**Run 1: close-up of the layout**

Window x 23 to 48, y 94 to 119 um. Cells in grey, sequential cells in the stronger grey; small squares are vias.
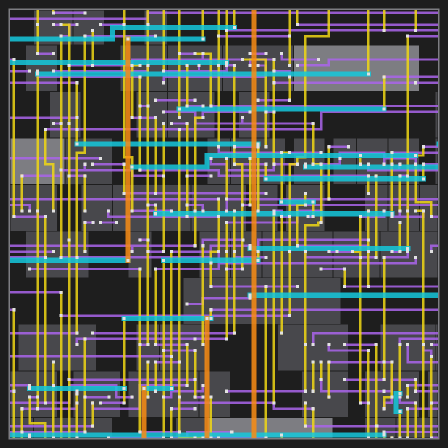
**Run 1: track usage over the die**

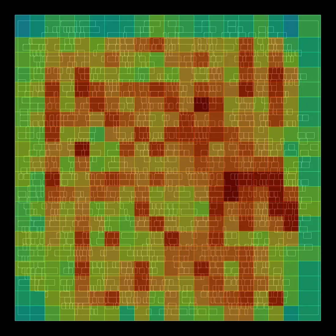
**Run 1: drive-strength map**

Scale: 3 px per um.
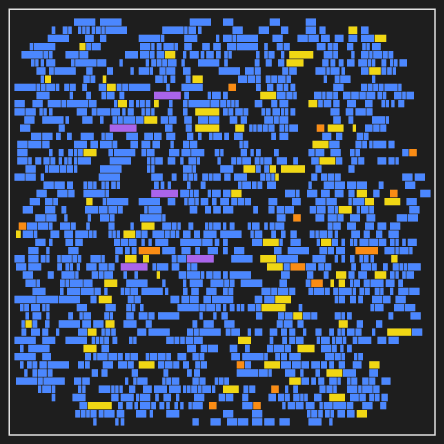
==> src/rtl/switch_alloc.sv <==
// Five-port switch allocator: per-output round-robin over head flits, wormhole lock head->tail, credit-gated.
// Latency: grant/out_valid/xbar_sel are combinational from current state and inputs; state updates on the next edge.
// Backpressure: an output grants only while its credit counter is non-zero; blocked requests simply wait upstream.
module switch_alloc #(
  parameter  int NPORT   = 5,
  parameter  int CREDITS = 4,
  localparam int CW      = $clog2(CREDITS + 1)
) (
  input  logic                        clk,
  input  logic                        rst,
  input  logic [NPORT-1:0]            sw_req,
  input  logic [NPORT-1:0][NPORT-1:0] req_port,
  input  logic [NPORT-1:0]            is_head,
  input  logic [NPORT-1:0]            is_tail,
  input  logic [NPORT-1:0]            credit_in,
  output logic [NPORT-1:0]            grant,
  output logic [NPORT-1:0]            out_valid,
  output logic [NPORT-1:0][2:0]       xbar_sel,
  output logic                        credit_err
);

  typedef enum logic {ST_IDLE = 1'b0, ST_LOCKED = 1'b1} state_e;

  localparam logic [2:0] SEL_NONE = 3'd7;

  state_e          fsm_q    [NPORT];
  state_e          fsm_d    [NPORT];
  logic [2:0]      owner_q  [NPORT];
  logic [2:0]      owner_d  [NPORT];
  logic [2:0]      rr_q     [NPORT];
  logic [2:0]      rr_d     [NPORT];
  logic [CW-1:0]   credit_q [NPORT];
  logic [CW-1:0]   credit_d [NPORT];
  logic            credit_err_q;
  logic            credit_err_d;

  // vreq[o][i]: input i holds a well-formed request for output o
  logic [NPORT-1:0] req_ok;
  logic [NPORT-1:0] vreq [NPORT];
  // src[o]: input chosen for output o this cycle, SEL_NONE when nothing wins
  logic [2:0]       src  [NPORT];

  // Round-robin pointer step modulo NPORT
  function automatic logic [2:0] wrap_inc(input logic [2:0] x);
    return (x >= 3'(NPORT - 1)) ? 3'd0 : x + 3'd1;
  endfunction

  // Decode requests; zero-hot or multi-hot destinations are dropped entirely
  always_comb begin
    for (int i = 0; i < NPORT; i++) begin
      req_ok[i] = (req_port[i] != '0) &&
                  ((req_port[i] & (req_port[i] - NPORT'(1))) == '0);
    end
    for (int o = 0; o < NPORT; o++) begin
      for (int i = 0; i < NPORT; i++) begin
        vreq[o][i] = sw_req[i] & req_ok[i] & req_port[i][o];
      end
    end
  end

  // Per-output arbitration: locked outputs serve only their owner, idle ones scan heads from rr pointer
  always_comb begin
    logic [2:0] idx;
    idx = '0;
    for (int o = 0; o < NPORT; o++) begin
      src[o] = SEL_NONE;
      if (credit_q[o] != '0) begin
        if (fsm_q[o] == ST_LOCKED) begin
          if (vreq[o][owner_q[o]]) src[o] = owner_q[o];
        end else begin
          idx = rr_q[o];
          for (int k = 0; k < NPORT; k++) begin
            if (src[o] == SEL_NONE && vreq[o][idx] && is_head[idx]) src[o] = idx;
            idx = wrap_inc(idx);
          end
        end
      end
    end
  end

  // Drive crossbar and grant outputs; everything is quiet while reset is held
  always_comb begin
    grant     = '0;
    out_valid = '0;
    for (int o = 0; o < NPORT; o++) xbar_sel[o] = SEL_NONE;
    if (!rst) begin
      for (int o = 0; o < NPORT; o++) begin
        if (src[o] != SEL_NONE) begin
          out_valid[o]     = 1'b1;
          xbar_sel[o]      = src[o];
          grant[src[o]]    = 1'b1;
        end
      end
    end
  end

  // Next-state: packet lock/unlock, pointer advance past the last winner, credit accounting
  always_comb begin
    logic gnt;
    gnt          = 1'b0;
    credit_err_d = credit_err_q;
    for (int o = 0; o < NPORT; o++) begin
      fsm_d[o]    = fsm_q[o];
      owner_d[o]  = owner_q[o];
      rr_d[o]     = rr_q[o];
      credit_d[o] = credit_q[o];

      gnt = (src[o] != SEL_NONE);
      if (gnt) begin
        if (fsm_q[o] == ST_IDLE) begin
          if (is_tail[src[o]]) begin
            rr_d[o] = wrap_inc(src[o]);
          end else begin
            fsm_d[o]   = ST_LOCKED;
            owner_d[o] = src[o];
          end
        end else if (is_tail[src[o]]) begin
          fsm_d[o] = ST_IDLE;
          rr_d[o]  = wrap_inc(owner_q[o]);
        end
      end

      if (gnt && !credit_in[o]) begin
        credit_d[o] = credit_q[o] - CW'(1);
      end else if (!gnt && credit_in[o]) begin
        if (credit_q[o] == CW'(CREDITS)) credit_err_d = 1'b1;
        else                             credit_d[o] = credit_q[o] + CW'(1);
      end
    end
  end

  // State registers with synchronous reset; reset drops any packet lock
  always_ff @(posedge clk) begin
    if (rst) begin
      for (int o = 0; o < NPORT; o++) begin
        fsm_q[o]    <= ST_IDLE;
        owner_q[o]  <= 3'd0;
        rr_q[o]     <= 3'd0;
        credit_q[o] <= CW'(CREDITS);
      end
      credit_err_q <= 1'b0;
    end else begin
      for (int o = 0; o < NPORT; o++) begin
        fsm_q[o]    <= fsm_d[o];
        owner_q[o]  <= owner_d[o];
        rr_q[o]     <= rr_d[o];
        credit_q[o] <= credit_d[o];
      end
      credit_err_q <= credit_err_d;
    end
  end

  assign credit_err = credit_err_q;

endmodule

==> config.mk <==
export PLATFORM = sky130hd
export DESIGN_NAME = switch_alloc
export DESIGN_NICKNAME = d
export VERILOG_FILES = /design/src/rtl/switch_alloc.sv
export SDC_FILE = /design/constraint.sdc
export NUM_CORES = 1
export LEC_CHECK = 0
export CAP_MARGIN = 0
export CORE_UTILIZATION = 45
export DETAILED_ROUTE_END_ITERATION = 8
export HOLD_SLACK_MARGIN = 0.03
export SLEW_MARGIN = 20
export SYNTH_ARGS = -nofsm -noshare
export SYNTH_HDL_FRONTEND = slang
export SYNTH_SLANG_ARGS = --single-unit
==> constraint.sdc <==
create_clock -name clk -period 8.85 [get_ports clk]
set_input_delay 0.885 -clock clk [delete_from_list [all_inputs] [get_ports clk]]
set_output_delay 0.885 -clock clk [all_outputs]
set_load 0.01 [all_outputs]
==> impl_metrics.tcl, run 1 <==
# metrics dict for downstream scripts
set metrics [dict create \
    cts_tree "done" \
    cts_root_buf "clkbuf_16" \
    ys_sh_adder_pct 7.73 \
    nets 1360 \
    power.density_nw_per_um2 457 \
    synth_top_area_share_pct 11.7 \
    drtIter0Drc 1119 \
    drv_cap 0 \
    avgSynthCellArea_sq_um 7.17 \
    holdWs_ps 531 \
    dpl_cell_area_sq_um 9680 \
    ios 73 \
    area_delta_synth_final_pct 12.3 \
    synth_top_cell_by_area "dfxtp_1" \
    viasPerCell 6.72 \
    die_y_um 141 \
    grt_max_degree 52 \
    place_worst_setup_slack_ps 1500 \
    ys_sh_mux_pct 4.88 \
    grt_pass1_vias 9289 \
    finalWirelength_um 32000 \
    async_reset_ff_share_pct 0 \
    diodes 0 \
    relSlewSlack_pct 30.6 \
    clk_pin_slew_worst_paths_ps 70 \
    grt_antenna_before_repair 0 \
    post-place-cells 1515 \
    dieWidth_um 141 \
    drive_gt1_share_pct 7.13 \
    tool_warnings 35 \
    path_max_fanout 17 \
    final_cells 1523 \
    vias 10200 \
    leakagePower_uw 0.00365 \
    grt.overflow.total 0 \
    status "complete, no violations" \
    compound_area_share_pct 34.0 \
    drc 0 \
    core_area_sq_um 18900 \
    cp_top_family "adder cells" \
    setup_viol 0 \
    gp_congestion 1.04 \
    fin_tns_setup_ps 0 \
    holdBufCountCts 0 \
    crit_type "flip-flop to primary output" \
    cts_buffers 5 \
    topCellsByArea "dfxtp_1 (12%), ha_1 (6.6%), nor2_1 (4.3%)" \
    post_cts_buffers 0 \
    crit_path_top_delay_cell "dfxtp_1" \
    rows 50 \
    fp_util_pct 46.3 \
    hold_class "flip-flop to flip-flop" \
    ys_chip_area_sq_um 8740 \
    cts.path.max_buffers 2 \
    worst_ep_required_time_ps 7970 \
    design_area_sq_um 9820 \
    clock_skew_ps 4.82 \
    first_pass_iters 5 \
    ys_seq_share_pct 11.7 \
    ys.flops 51 \
    htree_num_levels 2 \
    edf_count 0 \
    chipArea_sq_um 20000 \
    yosysUniqueCellTypes 112 \
    dpl.hpwl_um 25100 \
    cp-end-kind "primary output" \
    slowest_delay_ps 710 \
    simple_gate_share_pct 34.7 \
    vdd_drop_max_uv 295 \
    total_power_uw 4490 \
    synth_top_flop_cell "dfxtp_1" \
    crit_path_cell_trace "ha_1 > nor2b_1 > ha_1 > and2_1 > ha_1 > o21ai_0 > inv_1 > ha_1 > inv_1 > o22ai_1 > mux2i_1 > a32oi_1 > nand2_1 > a41oi_1 > nor4b_1 > a41o_1 > inv_1 > ha_1 > ha_1 > nor2_1 > a222oi_1 > a31oi_1 > clkdlybuf4s50_1" \
    ys_sh_xor_pct 0.601 \
    ant_nets 0 \
    tightest_slew_ps 1030 \
    period_needed_ps 7840 \
    fin_ws_ps 1010 \
    syn_nets 1318 \
    grt_usage_pct 31.8 \
    grt_pass1_wl_um 51100 \
    critPathBufInv 4 \
    arrival_ps 6950 \
    top_logic_kind "simple AND/OR/NAND/NOR gates" \
    start_kind "flip-flop" \
]
Notes on 'close-up of the layout' above:
[M4] orange
[M1] purple
[M2] yellow
[M3] cyan
sequential cells in the window: 1
cells with their middle in the window: 48
most frequent: o21ai_0 (5), nand3_1 (5)
netlist names of flops here include: owner_q (1)

Notes on 'track usage over the die' above:
DR WL/cell: 21.0 um
final core occ: 52.0%
layer with the highest usage: met2

Notes on 'drive-strength map' above:
[x6 and larger] purple | cells: 5 | most used: clkbuf_16
[x3 and x4] orange | cells: 14 | most used: buf_4
[x2] yellow | cells: 71
[x1 and smaller] blue | cells: 1173 | most used: nor2_1

==> run 1: power by group <==
part	total, uW	internal, uW	switching, uW
logic	3830	1530	2300
clock network	197	105	91.4
registers	468	314	154
total	4490	1950	2540
==> run 1: layout make-up <==
cell class                      count  area [sq um]
Fill cell                        1938          9070
Multi-Input combinational cell   1022          7170
Sequential cell                    51          1020
Timing Repair Buffer               82           791
Inverter                          100           375
Tap cell                          260           325
Clock buffer                        7           133
Clock inverter                      1          5.00
==> run 1: metal layers <==
metal | global-route usage (%) | up-vias | wire [um] | share of wire (%)
li1 | - | 4808 | - | -
met1 | 46.8 | 4763 | 14700 | 46
met2 | 47.1 | 593 | 13200 | 41
met3 | 4.05 | 68 | 2950 | 9.2
met4 | 11.6 | 0 | 1120 | 3.5
met5 | 0 | - | 0 | 0
==> run 1: sequential cells by signal, summed over array words and instances (netlist names) <==
signal,flops
credit_err,1
credit_q,15
fsm_q,5
owner_q,15
rr_q,15
==> run 1: cell usage in the layout (no fill, tap or decap), drive strengths merged, types with 31 or more instances in the layout <==
cell type	n
nor2	101
inv	99
nand2	93
clkdlybuf4s50	71
a21oi	66
o21ai	64
nand3	51
dfxtp	51
ha	46
nor3	46
nor2b	31
==> run 1: worst paths after layout <==
path	cells after the start	start	slack, ps	end
worst max-delay path	23	rr_q[0][1]$_SDFFE_PP0P_	1010	grant[4]
worst min-delay path	2	owner_q[0][8]$_SDFFE_PP0P_	530	owner_q[0][8]$_SDFFE_PP0P_
worst max register to register	20	rr_q[0][3]$_SDFFE_PP0P_	1800	credit_err$_SDFF_PP0_
worst min register to register	2	owner_q[0][8]$_SDFFE_PP0P_	530	owner_q[0][8]$_SDFFE_PP0P_
**Run 1: M1 wires**

Scale: 3 px per um.
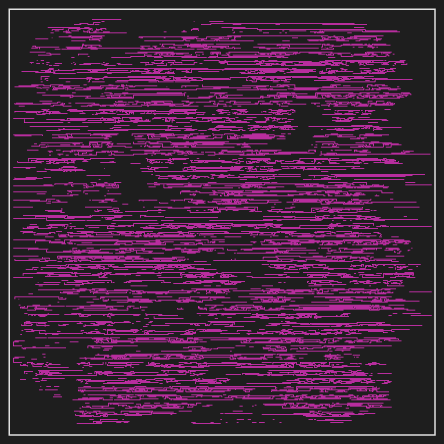

==> run 2: changes to the inputs <==
==> constraint.sdc (replaced) <==
create_clock -name clk -period 8.1 [get_ports clk]
set_input_delay 0.81 -clock clk [delete_from_list [all_inputs] [get_ports clk]]
set_output_delay 0.81 -clock clk [all_outputs]
set_load 0.01 [all_outputs]
**Run 2: M1 wires**

Scale: 3 px per um.
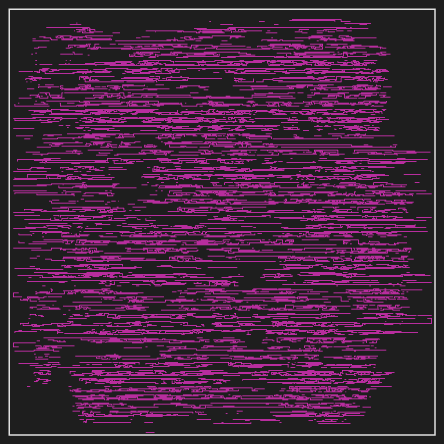
wire length on this layer: 14700 um
main direction: horizontal
share of all routed wire: 47%

**Run 2: track usage over the die**

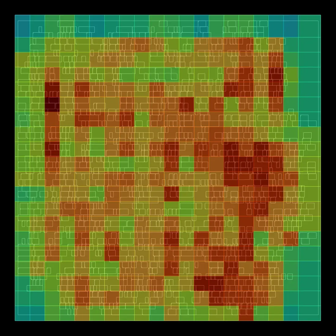
total track usage: 31.5%
met3 GRT Util: 4.25%
M2 GR Usage: 47.6%
final core occ: 52.2%

**Run 2: drive-strength map**

Scale: 3 px per um.
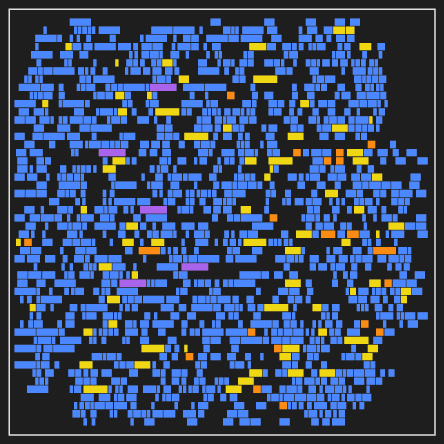
[x2] yellow | cells: 72 | most used: or2_2
[x6 and larger] purple | cells: 5 | most used: clkbuf_16
[x3 and x4] orange | cells: 20 | most used: buf_4
[x1 and smaller] blue | cells: 1172 | most used: nor2_1
Area Growth Syn to Fin: 12.8%
count of non-CTS buffers in the layout: 88

==> run 2 against run 1 <==
Effect of this change:
- global-route usage fell by 0.32 points
- via count decreased by 0.34%
- highest routed layer unchanged
- utilization up 0.22 points
==> impl_metrics.tcl, run 2 <==
# metrics dict for downstream scripts
set metrics [dict create \
    status "complete, no violations" \
    grt_max_degree 52 \
    post-place-cells 1521 \
    fp_util_pct 46.3 \
    use_met1_pct 46.0 \
    ios 73 \
    syn-cell-area_sq_um 8740 \
    top_cells_by_count "nor2_1 (101), inv_1 (94), nand2_1 (93), a21oi_1 (65), o21ai_0 (58)" \
    clock_skew_ps 13.9 \
    syn_nets 1318 \
    dpl.hpwl_um 25000 \
    period_needed_ps 7550 \
    cts_root_buf "clkbuf_16" \
    crit_path_cell_trace "buf_4 > ha_1 > nor2b_1 > ha_1 > and2_1 > ha_1 > o21ai_0 > inv_1 > ha_1 > inv_1 > o22ai_1 > mux2i_1 > a32oi_1 > nand2_1 > a41oi_1 > nor4b_1 > a41o_1 > inv_1 > ha_1 > ha_1 > nor2_1 > a222oi_1 > a31oi_1 > clkdlybuf4s50_1" \
    nFillCells 1919 \
    ys_warn_count 0 \
    ys_seq_share_pct 11.7 \
    ant_nets 0 \
    cts_tree "done" \
    tightest_slew_ps 967 \
    ys_cells 1220 \
    grt_antenna_before_repair 0 \
    crit_path_top_delay_cell "clkdlybuf4s50_1" \
    seqPwrFrac_pct 10.3 \
    viasPerCell 6.67 \
    largestRegisters "credit_q: 15 flops, owner_q: 15 flops, rr_q: 15 flops" \
    clock_sinks 51 \
    worst_ep_required_time_ps 7290 \
    met3_length_um 2730 \
    routedLengthMet1_um 14700 \
    top_layer_used "met4" \
    clockPowerShare_pct 4.3 \
    pg_seq_uw 504 \
    cts.path.max_buffers 2 \
    rsz0062_at_grt "no" \
    power.density_nw_per_um2 495 \
    relSlewSlack_pct 35.0 \
    grt_pass1_wl_um 50700 \
    top_cell "nor2_1" \
    edf_count 0 \
    start_kind "flip-flop" \
    synth_top_cell_by_area "dfxtp_1" \
    post-route-period-util_pct 93.2 \
    vdd_drop_max_uv 323 \
    holdBufCountCts 0 \
    swShare_pct 56.3 \
    avgSynthCellArea_sq_um 7.17 \
    pg_comb_uw 4170 \
    fin_tns_setup_ps 0 \
    top_usage_layer "met2" \
    crit_type "flip-flop to primary output" \
    arrival_ps 6740 \
    slowest_delay_ps 570 \
    htree_num_levels 2 \
    wire_per_inst_um 20.7 \
    grt_pass1_vias 9280 \
    cp_common_cell "ha_1" \
    cp-end-kind "primary output" \
    drive_gt1_share_pct 7.64 \
    synth_top_area_share_pct 11.7 \
    hold_class "flip-flop to flip-flop" \
    power.switching_uw 2750 \
    report.final.slew_viol_count 0 \
    yosysUniqueCellTypes 112 \
    drc 0 \
    tool_warnings 35 \
    combPwrFrac_pct 85.4 \
    finalWirelength_um 31600 \
    lay_top_count "nor2_1" \
    setup_viol 0 \
    post_cts_buffers 0 \
    vias 10200 \
    holdWs_ps 545 \
    chipArea_sq_um 20000 \
    power-top-group "combinational logic" \
    nets 1366 \
    async_reset_ff_share_pct 0 \
    lay_top_cells "nor2_1 (101), inv_1 (94), nand2_1 (93)" \
    final_cells 1529 \
    hold_violations 0 \
    path_max_fanout 13 \
    gp_congestion 1.00 \
    clk_pin_slew_worst_paths_ps 70 \
    leakagePower_uw 0.00368 \
    netlist_instances 1220 \
    synth_top_flop_cell "dfxtp_1" \
    portBuffers 72 \
    core_area_sq_um 18900 \
    ys.flops 51 \
    intPower_uw 2130 \
    topCellsByArea "dfxtp_1 (12%), ha_1 (6.6%), nor2_1 (4.3%)" \
    diodes 0 \
    cts_buffers 5 \
    fmax_mhz 133 \
    rows 50 \
    wl_met2_um 13300 \
    first_pass_iters 8 \
    ys_chip_area_sq_um 8740 \
    p_clk_uw 211 \
    grt.overflow.total 0 \
    post_cts_resized 0 \
    drtIter0Drc 926 \
    insertion_delay_ps 300 \
    dieWidth_um 141 \
    drv_cap 0 \
    die_y_um 141 \
]
## run 2: metrics by stage
stage	total power [uW]	instance area [sq um]	worst slack (ps)	utilization (%)
5_1_grt	5360	9860	54.1	52.2
3_3_place_gp	4560	9720	849	51.5
2_1_floorplan	3510	8740	2310	-
4_1_cts	4810	9860	470	52.2
6_report	4880	9860	555	52.2
3_5_place_dp	4570	9720	817	51.5
## run 2: area by class of cell
class | instances | area (sq um) | share of cell area (%)
multi-input combinational | 1022 | 7170 | 72.6
clock buffer | 7 | 133 | 1.34
inverter | 100 | 375 | 3.81
clock inverter | 1 | 5.00 | 0.0507
tap | 260 | 325 | 3.30
timing repair buffer | 88 | 836 | 8.47
sequential | 51 | 1020 | 10.4
## run 2: logic make-up (layout without fill, tap and decap cells)
kind of cell | count (synthesis) | in the layout | synth area share [%]
xor+xnor | 6 | 6 | 0.601
simple gates | 537 | 537 | 34.7
fa+ha+maj | 51 | 51 | 7.73
buf+inv | 147 | 196 | 6.44
flops | 51 | 51 | 11.7
compound gates | 395 | 395 | 34.0
mux | 33 | 33 | 4.88
## run 2: critical path, delay by kind of cell, from the launching register on
kind                     cells  cell delay, ps
AND-OR/OR-AND                7            1510
adder cells (fa/ha/maj)      6            1880
buffers and inverters        5            1060
flip-flops                   1             300
multiplexers                 1             230
AND/OR/NAND/NOR              5            1470
## run 2: path summary, 6_finish.rpt
check                                   start                          end  slack, ps  cells after the start
hold / removal    credit_q[0][4]$_SDFFE_PP0P_  credit_q[0][4]$_SDFFE_PP0P_        540                      2
hold reg to reg   credit_q[0][4]$_SDFFE_PP0P_  credit_q[0][4]$_SDFFE_PP0P_        540                      2
setup reg to reg      rr_q[0][5]$_SDFFE_PP0P_        credit_err$_SDFF_PP0_       1190                     20
setup / recovery      rr_q[0][0]$_SDFFE_PP0P_                     grant[4]        550                     24
Power figures rest on the tool's default switching activity, not on a simulated workload.
